Figure 1. Sequential cells colored by netlist name (run 1).
Other sequential cells in the stronger gray, the rest of the logic in the fainter gray.
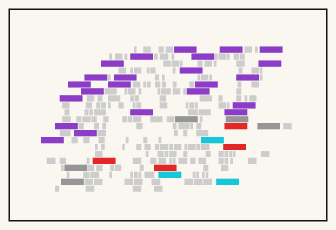
Figure 2. M1 wires (run 1).
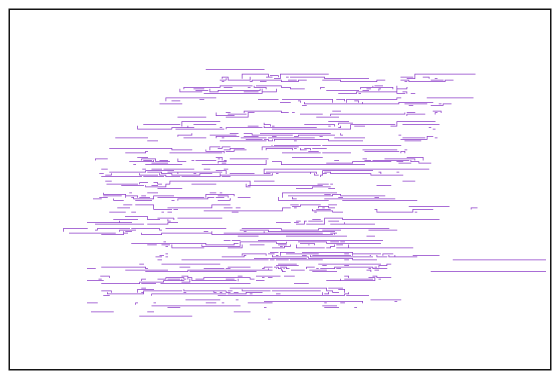
Figure 3. The metal 2 layer (run 1).
Cells faint in the background.
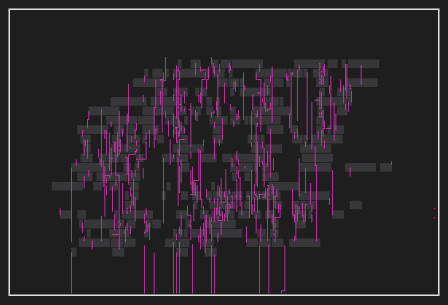
Design led_mode_ctrl, sky130hd; sources not shown.
==> results.txt, run 1 <==
first-pass GRT wire length = 7893 um
Worst setup SP type = input port
PostCTS Resize Cnt = 0
Clk pin slew, worst setup/hold paths = 0.07 ns
CP arrival = 3.17 ns
Commonest flop = dfrtp_1
yosys warning tally = 0
Final period util = 0.6105
layout cells sized above 1 = 0.1057
First-pass DRT Iterations = 4
Comb area = 996.0 um^2
synthesis-to-finish area growth = 18.07%
GPL Wtd Cong = 0.8003
sw frac = 0.3097
Setup Viol. Count Final = 0
fmax = 330.9 MHz
Gate power share = 0.197
later-pin clock latency in the skew report = 0.29 ns
die area = 10150 um^2
Top Ports = 17
IO Port Bufs = 16
Logic family by area = simple AND/OR/NAND/NOR gates
min-delay worst type = flop to flop
crit-path cells = clkdlybuf4s50_1, buf_4, nand3b_1, a21oi_1, buf_4, o21bai_1, and2_1, nor2_1
P per Cell Area = 310.4 nW/um^2
setup bufs post-CTS = 0
Worst Path Required = 5.10 ns
aoi share = 0.1399
number of global-route vias before repair = 1400
Post-Layout Cell Count = 311
Sum Neg Setup Slack = 0 ns
status = complete, no violations
Flop pwr share = 0.474
cts hold-fix bufs = 0
Antenna Cells = 0
Worst slew margin = 0.4481
Net Switching = 0.0002192 W
Notes on Figure 1 above:
legend:
  cyan:
    netlist_name: cur_mode
    sequential_cells: 3
  red:
    netlist_name: led
    sequential_cells: 4
  purple:
    netlist_name: pre_cnt_q
    sequential_cells: 23
register share of the cell area: 0.3840
Final Util: 0.3699
register area: 875.8 um^2

Notes on Figure 2 above:
nets with wire on the layer: 221
main direction: horizontal
wire length on this layer: 2880 um
share of all routed wire: 61%
met1 Use GR: 0.1674
final wirelength: 4733 um
vias post-DR: 1533

Notes on Figure 3 above:
longest straight run: 21.8 um
main direction: vertical
met2 GRT Util: 0.1096

## run 1: worst register-to-register path, delay by kind of cell (launching register included)
kind,cells,cell delay (ns)
flip-flops,1,0.43
AND-OR/OR-AND,1,0.48
AND/OR/NAND/NOR,4,1.61
## run 1: metal layers
metal,share of wire,track usage,vias up
met5,0,0,-
met4,0.0053,0.02083,0
met3,0.039,0.03252,2
met2,0.35,0.1096,25
met1,0.61,0.1674,727
li1,-,-,779
## run 1: synth_stat cells (3+ instances only)
cell type  count
o21ai_0        8
xor2_1        15
inv_1          6
nor2_1        32
dfrtp_1       35
nand4_1        7
nand2_1       14
a32o_1         3
a21oi_1       10
nor3_1         4
nand3b_1       3
nor2b_1        5
nand3_1        8
and2_1         3
nand2b_1       3
and3_1         3
## run 1: cells in the final DEF (no fill, tap or decap), types with 3 or more instances in the layout
cell	count
and3_1	3
and2_1	3
xor2_1	15
inv_1	6
o21ai_0	8
nand3b_1	3
a32o_1	3
nor2b_1	5
dfrtp_1	35
nand3_1	8
nand2_1	14
nor2_1	32
nand2b_1	3
buf_4	3
a21oi_1	10
clkdlybuf4s50_1	15
nand4_1	7
clkbuf_8	7
nor3_1	4
## run 1: power groups by stage
stage	clock, W	sequential [W]	combinational [W]
floorplan	0	0.000366	0.0000632
global placement	0	0.000343	0.000141
detailed placement	0	0.000341	0.000139
CTS	0.000241	0.000336	0.000140
global route	0.000255	0.000342	0.000151
finish	0.000233	0.000336	0.000139
## run 1: per-stage QoR
step                      worst slack (ns)  instance area [um^2]  total power (W)    util
after CTS                            1.884                  2281        0.0007159  0.3699
after global placement               1.670                  2170        0.0004841  0.3519
after floorplan                      2.261                  1932        0.0004290       -
after detailed placement             1.577                  2177        0.0004807  0.3531
final                                1.928                  2281        0.0007080  0.3699
after global routing                 1.693                  2281        0.0007478  0.3699
## run 1: layout make-up
cell class | instances | area share
Inverter | 6 | 0.009874
Clock inverter | 1 | 0.003291
Multi-Input combinational cell | 159 | 0.4366
Tap cell | 84 | 0.04608
Clock buffer | 7 | 0.04224
Sequential cell | 35 | 0.3840
Timing Repair Buffer | 19 | 0.07789
## run 1: kinds of logic after synthesis
kind of cell	Yosys count
and+or+nand+nor	99
AOI/OAI and AO/OA	39
DFF	35
xor gates and xnor gates	17
buffers and inverters	11
muxes	2
adders and majority gates	2
==> run 2, diff against run 1 <==
- clock period: 4.95 -> 2.8 ns (I/O delays scaled with it)
==> run 2 against run 1 <==
Non-clock buffer count rose by 5. Sequential share of layout area fell by 0.84 points. Sequential power rose by 77%. Routed wire length rose by 0.63%. Register-to-register slack got worse by 1.9 ns. Flip-flop count did not move. Combinational power rose by 79%. Via count rose by 2.2%. Final area rose by 2.2%. Clock power rose by 110%.
==> results.txt, run 2 <==
Worst Path Required = 3.03 ns
pre-CTS WS = 0.3683 ns
Commonest flop = dfrtp_1
setup bufs post-CTS = 0
Worst setup SP type = flop
yosys warning tally = 0
first-pass GRT wire length = 7997 um
Top cells excl fill/tap = 35 x dfrtp_1, 32 x nor2_1, 15 x xor2_1, 15 x clkdlybuf4s50_1, 14 x nand2_1
min-delay worst type = input port to async pin
Flop pwr share = 0.449
status = complete, no violations
later-pin clock latency in the skew report = 0.29 ns
Antenna Cells = 0
synthesis-to-finish area growth = 20.73%
Clk pin slew, worst setup/hold paths = 0.07 ns
P per Cell Area = 568.1 nW/um^2
GPL Wtd Cong = 0.8149
Top Ports = 17
Worst slew margin = 0.4569
Net Switching = 0.0003943 W
Gate power share = 0.188
IO Port Bufs = 16
Sum Neg Setup Slack = 0 ns
cts hold-fix bufs = 0
PostCTS Resize Cnt = 0
Final period util = 0.8525
First-pass DRT Iterations = 4
CP arrival = 2.61 ns
run 2: cell counts after synthesis:
Identical to the previous run, type by type.
run 2: final cells by class:
type | instances | area (um^2)
fill | 639 | 3834
multi-input combinational | 159 | 996.0
sequential | 35 | 875.8
timing repair buffer | 24 | 215.2
tap | 84 | 105.1
clock buffer | 6 | 82.58
clock inverter | 2 | 35.03
inverter | 6 | 22.52
run 2: power by group through the flow:
stage | sequential [W] | combinational (W) | clock [W]
after detailed placement | 0.000604 | 0.000249 | 0
after CTS | 0.000594 | 0.000250 | 0.000499
after global placement | 0.000605 | 0.000252 | 0
after global routing | 0.000602 | 0.000272 | 0.000520
final | 0.000595 | 0.000249 | 0.000481
after floorplan | 0.000647 | 0.000112 | 0
run 2: through the flow:
stage,hold slack [ns],cell area (um^2),utilization
after global routing,0.4260,2332,0.3782
after floorplan,0.2644,1932,-
after detailed placement,0.5288,2215,0.3592
after global placement,0.5112,2215,0.3592
final,0.3609,2332,0.3782
after CTS,0.3817,2332,0.3782
run 2: layer usage:
layer  track usage  vias up  share of wire
met2        0.1170       35           0.34
met3       0.02778        8          0.046
met4       0.03472        0          0.014
met1        0.1625      734           0.60
met5             0        -              0
li1              -      790              -
run 2: logic make-up (layout without fill, tap and decap cells):
family / after synthesis / count (layout) / share of synthesized area
AND/OR/NAND/NOR: 99 / 99 / 0.2746
flip-flops: 35 / 35 / 0.4534
AND-OR/OR-AND: 39 / 39 / 0.1399
adder cells (fa/ha/maj): 2 / 2 / 0.01295
multiplexers: 2 / 2 / 0.01101
buffers and inverters: 11 / 38 / 0.03108
XOR/XNOR: 17 / 17 / 0.07708
run 2: worst max-delay path: stages (launching register included):
cell,delay (ns)
dfrtp_1,0.41
ha_1,0.25
nand3_2,0.15
or4_4,0.50
or4_4,0.54
or3_1,0.34
a21oi_2,0.13
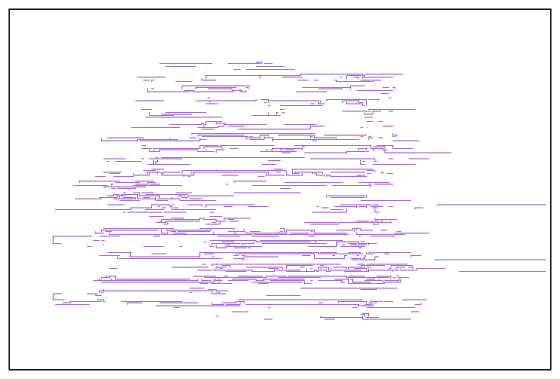
Figure 4: run 2, M1 wires.
share of all routed wire: 60%
main direction: horizontal
wire length on this layer: 2840 um
vias post-DR: 1567
met1 Use GR: 0.1625
final wirelength: 4763 um

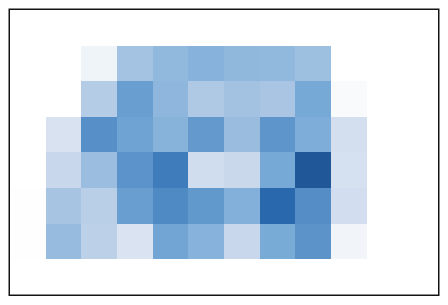
Figure 5: run 2, placement density heat map.
The die is cut into 12 by 8 equal tiles; white is low, dark blue is high, 0 to 100% covered.
emptiest ninth of the die: upper right
mean over tiles: 22%
fullest tile: 84%
Final Util: 0.3782
FP Core Util: 0.3133
core area: 6166 um^2

Power is estimated from default activity; no workload was simulated.
